[src/rtl/fb_arbiter.sv]
// fb_arbiter: shares a single-port framebuffer RAM between a CPU load/store port,
// a scan-out engine that streams all addresses in order, and an optional bulk-clear
// engine. The clear engine is built only when FB_CLEAR_EN is defined; otherwise the
// clear ports are inert and the arbiter is a scan/cpu round-robin.
module fb_arbiter #(
    parameter int unsigned ADDR_W = 8,
    parameter int unsigned DATA_W = 8
) (
    input  logic              clk,
    input  logic              rst_n,
    input  logic              cpu_req,
    input  logic              cpu_we,
    input  logic [ADDR_W-1:0] cpu_addr,
    input  logic [DATA_W-1:0] cpu_wdata,
    output logic              cpu_gnt,
    output logic              cpu_rvalid,
    output logic [DATA_W-1:0] cpu_rdata,
    input  logic              scan_start,
    output logic              scan_busy,
    output logic              pix_valid,
    output logic [DATA_W-1:0] pix_data,
    output logic [ADDR_W-1:0] pix_idx,
    output logic              scan_done,
    input  logic              clr_start,
    input  logic [DATA_W-1:0] clr_value,
    output logic              clr_busy,
    output logic              ram_we,
    output logic [ADDR_W-1:0] ram_addr,
    output logic [DATA_W-1:0] ram_din,
    input  logic [DATA_W-1:0] ram_dout
);

    localparam int unsigned       DEPTH     = 2 ** ADDR_W;
    localparam logic [ADDR_W-1:0] LAST_ADDR = ADDR_W'(DEPTH - 1);

    typedef enum logic {
        SCAN_IDLE = 1'b0,
        SCAN_RUN  = 1'b1
    } scan_state_t;

    scan_state_t       scan_state;
    scan_state_t       scan_state_nxt;
    logic [ADDR_W-1:0] scan_cnt;
    logic [ADDR_W-1:0] scan_cnt_nxt;

    logic              clr_act;
    logic [ADDR_W-1:0] clr_addr;
    logic [DATA_W-1:0] clr_data;

    logic              scan_req;
    logic              cpu_want;
    logic              scan_gnt;
    logic              rr_ptr;     // 0: cpu side wins next contest, 1: scan side

`ifdef FB_CLEAR_EN
    typedef enum logic {
        CLR_IDLE = 1'b0,
        CLR_RUN  = 1'b1
    } clr_state_t;

    clr_state_t        clr_state;
    clr_state_t        clr_state_nxt;
    logic [ADDR_W-1:0] clr_cnt;
    logic [ADDR_W-1:0] clr_cnt_nxt;
    logic [DATA_W-1:0] clr_val;
    logic [DATA_W-1:0] clr_val_nxt;

    // Clear engine state register
    always_ff @(posedge clk or negedge rst_n) begin
        if (!rst_n) begin
            clr_state <= CLR_IDLE;
            clr_cnt   <= '0;
            clr_val   <= '0;
        end else begin
            clr_state <= clr_state_nxt;
            clr_cnt   <= clr_cnt_nxt;
            clr_val   <= clr_val_nxt;
        end
    end

    // Clear engine next state: one write per cycle, never stalled
    always_comb begin
        clr_state_nxt = clr_state;
        clr_cnt_nxt   = clr_cnt;
        clr_val_nxt   = clr_val;
        case (clr_state)
            CLR_IDLE: begin
                if (clr_start) begin
                    clr_state_nxt = CLR_RUN;
                    clr_cnt_nxt   = '0;
                    clr_val_nxt   = clr_value;
                end
            end
            CLR_RUN: begin
                clr_cnt_nxt = clr_cnt + 1'b1;
                if (clr_cnt == LAST_ADDR) begin
                    clr_state_nxt = CLR_IDLE;
                end
            end
            default: clr_state_nxt = CLR_IDLE;
        endcase
    end

    assign clr_act  = (clr_state == CLR_RUN);
    assign clr_addr = clr_cnt;
    assign clr_data = clr_val;
    assign clr_busy = clr_act;
`else
    logic unused_clr;

    assign unused_clr = ^{clr_start, clr_value};
    assign clr_act    = 1'b0;
    assign clr_addr   = '0;
    assign clr_data   = '0;
    assign clr_busy   = 1'b0;
`endif

    // Scan engine state register
    always_ff @(posedge clk or negedge rst_n) begin
        if (!rst_n) begin
            scan_state <= SCAN_IDLE;
            scan_cnt   <= '0;
        end else begin
            scan_state <= scan_state_nxt;
            scan_cnt   <= scan_cnt_nxt;
        end
    end

    // Scan engine next state: address advances only on a granted read
    always_comb begin
        scan_state_nxt = scan_state;
        scan_cnt_nxt   = scan_cnt;
        case (scan_state)
            SCAN_IDLE: begin
                if (scan_start) begin
                    scan_state_nxt = SCAN_RUN;
                    scan_cnt_nxt   = '0;
                end
            end
            SCAN_RUN: begin
                if (scan_gnt) begin
                    scan_cnt_nxt = scan_cnt + 1'b1;
                    if (scan_cnt == LAST_ADDR) begin
                        scan_state_nxt = SCAN_IDLE;
                    end
                end
            end
            default: scan_state_nxt = SCAN_IDLE;
        endcase
    end

    assign scan_busy = (scan_state == SCAN_RUN);

    // Arbitration: clear preempts everything, scan and cpu share by round-robin
    always_comb begin
        scan_req = scan_busy && !clr_act;
        cpu_want = cpu_req && !clr_act && rst_n;
        scan_gnt = scan_req && (!cpu_want || rr_ptr);
        cpu_gnt  = cpu_want && (!scan_req || !rr_ptr);
    end

    // Round-robin pointer flips only after a contested grant
    always_ff @(posedge clk or negedge rst_n) begin
        if (!rst_n) begin
            rr_ptr <= 1'b0;
        end else if (scan_req && cpu_want) begin
            rr_ptr <= ~rr_ptr;
        end
    end

    // RAM port mux; idle cycles drive all zeros
    always_comb begin
        ram_we   = 1'b0;
        ram_addr = '0;
        ram_din  = '0;
        if (clr_act) begin
            ram_we   = 1'b1;
            ram_addr = clr_addr;
            ram_din  = clr_data;
        end else if (scan_gnt) begin
            ram_addr = scan_cnt;
        end else if (cpu_gnt) begin
            ram_we   = cpu_we;
            ram_addr = cpu_addr;
            ram_din  = cpu_we ? cpu_wdata : '0;
        end
    end

    // Read tag pipeline: who issued the read and from where, aligned with ram_dout
    always_ff @(posedge clk or negedge rst_n) begin
        if (!rst_n) begin
            cpu_rvalid <= 1'b0;
            pix_valid  <= 1'b0;
            pix_idx    <= '0;
            scan_done  <= 1'b0;
        end else begin
            cpu_rvalid <= cpu_gnt && !cpu_we;
            pix_valid  <= scan_gnt;
            pix_idx    <= scan_gnt ? scan_cnt : '0;
            scan_done  <= scan_gnt && (scan_cnt == LAST_ADDR);
        end
    end

    assign cpu_rdata = cpu_rvalid ? ram_dout : '0;
    assign pix_data  = pix_valid  ? ram_dout : '0;

endmodule

[config.mk]
export PLATFORM = sky130hd
export DESIGN_NAME = fb_arbiter
export DESIGN_NICKNAME = d
export VERILOG_FILES = /design/src/rtl/fb_arbiter.sv
export SDC_FILE = /design/constraint.sdc
export NUM_CORES = 1
export LEC_CHECK = 0
export CAP_MARGIN = 10
export CORE_UTILIZATION = 33
export DETAILED_ROUTE_END_ITERATION = 10
export GPL_ROUTABILITY_DRIVEN = 0
export PLACE_DENSITY = 0.8
export SYNTH_ARGS = -nofsm -noshare
export SYNTH_HDL_FRONTEND = slang
export SYNTH_SLANG_ARGS = --single-unit
export TNS_END_PERCENT = 100
[constraint.sdc]
create_clock -name clk -period 1.35 [get_ports clk]
set_input_delay 0.135 -clock clk [delete_from_list [all_inputs] [get_ports clk]]
set_output_delay 0.135 -clock clk [all_outputs]
set_load 0.02 [all_outputs]
### Gate families picked out

Scale: 6 px per um.
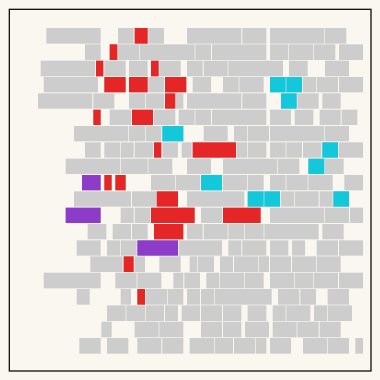
legend:
  NAND gates:
    color: red
    cells: 20
  inverting AOI/OAI gates:
    color: purple
    cells: 3
  AND-OR and OR-AND gates:
    color: cyan
    cells: 10
combinational share of cell area: 29.9%
most numerous logic cell after layout: buf_6
Finished Layout Cells: 260

### Signal metal coverage by tile

Scale: 6 px per um. The die is cut into 12 by 12 equal tiles; white is low, dark blue is high, scaled to the fullest tile. Values are wire area over tile area, all layers added.
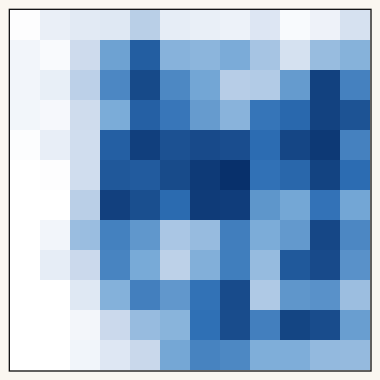
mean over tiles: 0.24
densest ninth of the die: center
nearly empty tiles: 9.7%
tiles over half the peak: 48%
drt total wl: 5130 um
aggregate global-route resource usage: 26.3%

### Clock network drawn from the DEF

Scale: 8 px per um.
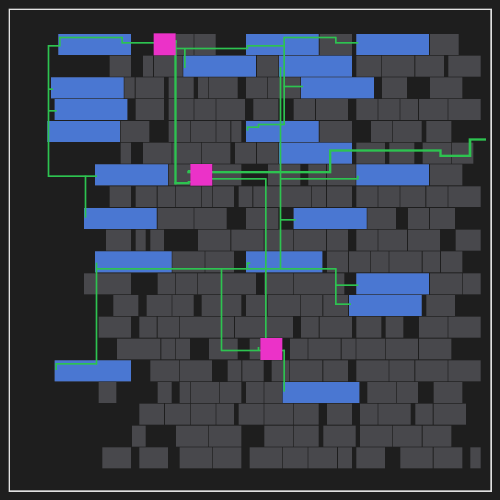
legend:
  clock wires:
    color: green
    length: 305 um
  flip-flops:
    color: blue
    count: 21
  clock drivers:
    color: magenta
    count: 3
routed clock nets: 4

==> notes.md <==
flow finished, numbers: count of plain and timing-repair buffers in the layout 108, die width 60.1 um, Inverters 1, number of setup violations in the final report 20, Ant. Diodes 0, CP arrival 1550 ps, synth warn 0, Max Slew Vio Count 0, R2R setup slack -140 ps, worst setup margin -334 ps, Remaining Overflow, GRT 0, Initial DRC Count 63, yosys simple share 33.3%, failing checks negative setup slack, status complete, but fails checks, Setup crit end kind output pin, Crit Reg-Reg Startpoint scan_busy$_DFF_PN0_, GR peak layer met2, Top non-seq family simple AND/OR/NAND/NOR gates, TritonCTS clock tree yes, Yosys Instances 107, Seq area share 22.7%, worst clock skew 13.7 ps, clkbuf count 4, Clock power frac 9.1%, reg2reg end scan_cnt[4]$_DFFE_PN0P_, largest net degree at the start of global routing 20
### Nets reached from selected ports

Scale: 8 px per um.
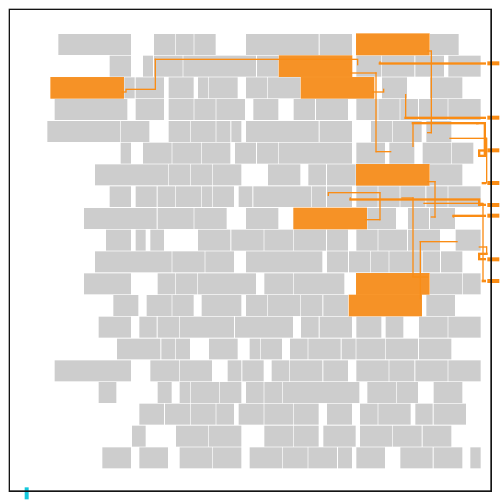
legend:
  pix_idx:
    color: orange
    bits: 8
    direction: output
    end_cells: 8
    buffers: 8
    wire: 203 um
  clr_start:
    color: cyan
    bits: 1
    direction: input
    end_cells: 0
    buffers: 0

### Routing congestion

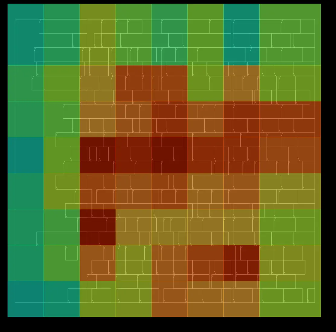
drt wl/cell: 19.7 um
met1 Use GR: 30.4%
routing usage on met3: 6.71%
final core occ: 74.7%
M2 GR Usage: 45.2%

synthesized netlist by cell type (all sizes together):
library cell	number
nor4bb	1
a221o	1
nand2b	1
a21oi	1
nand4	1
nand3	8
nor3	1
nand2	7
o32a	1
o21ai	1
inv	1
and4	1
xnor2	1
a21o	8
nand3b	1
mux2	1
ha	1
nor2b	1
mux2i	5
and3	15
dfrtp	21
conb	1
buf	4
nand4b	1
and2	21
a21boi	1
layout by cell type (no fill, tap or decap), drive strengths merged, types with 5 or more instances in the layout:
cell type / instances
a21o: 8
and2: 21
and3: 15
buf: 68
clkbuf: 5
clkdlybuf4s50: 28
dfrtp: 21
dlygate4sd2: 11
mux2i: 5
nand2: 7
nand3: 8
Power figures rest on the tool's default switching activity, not on a simulated workload.
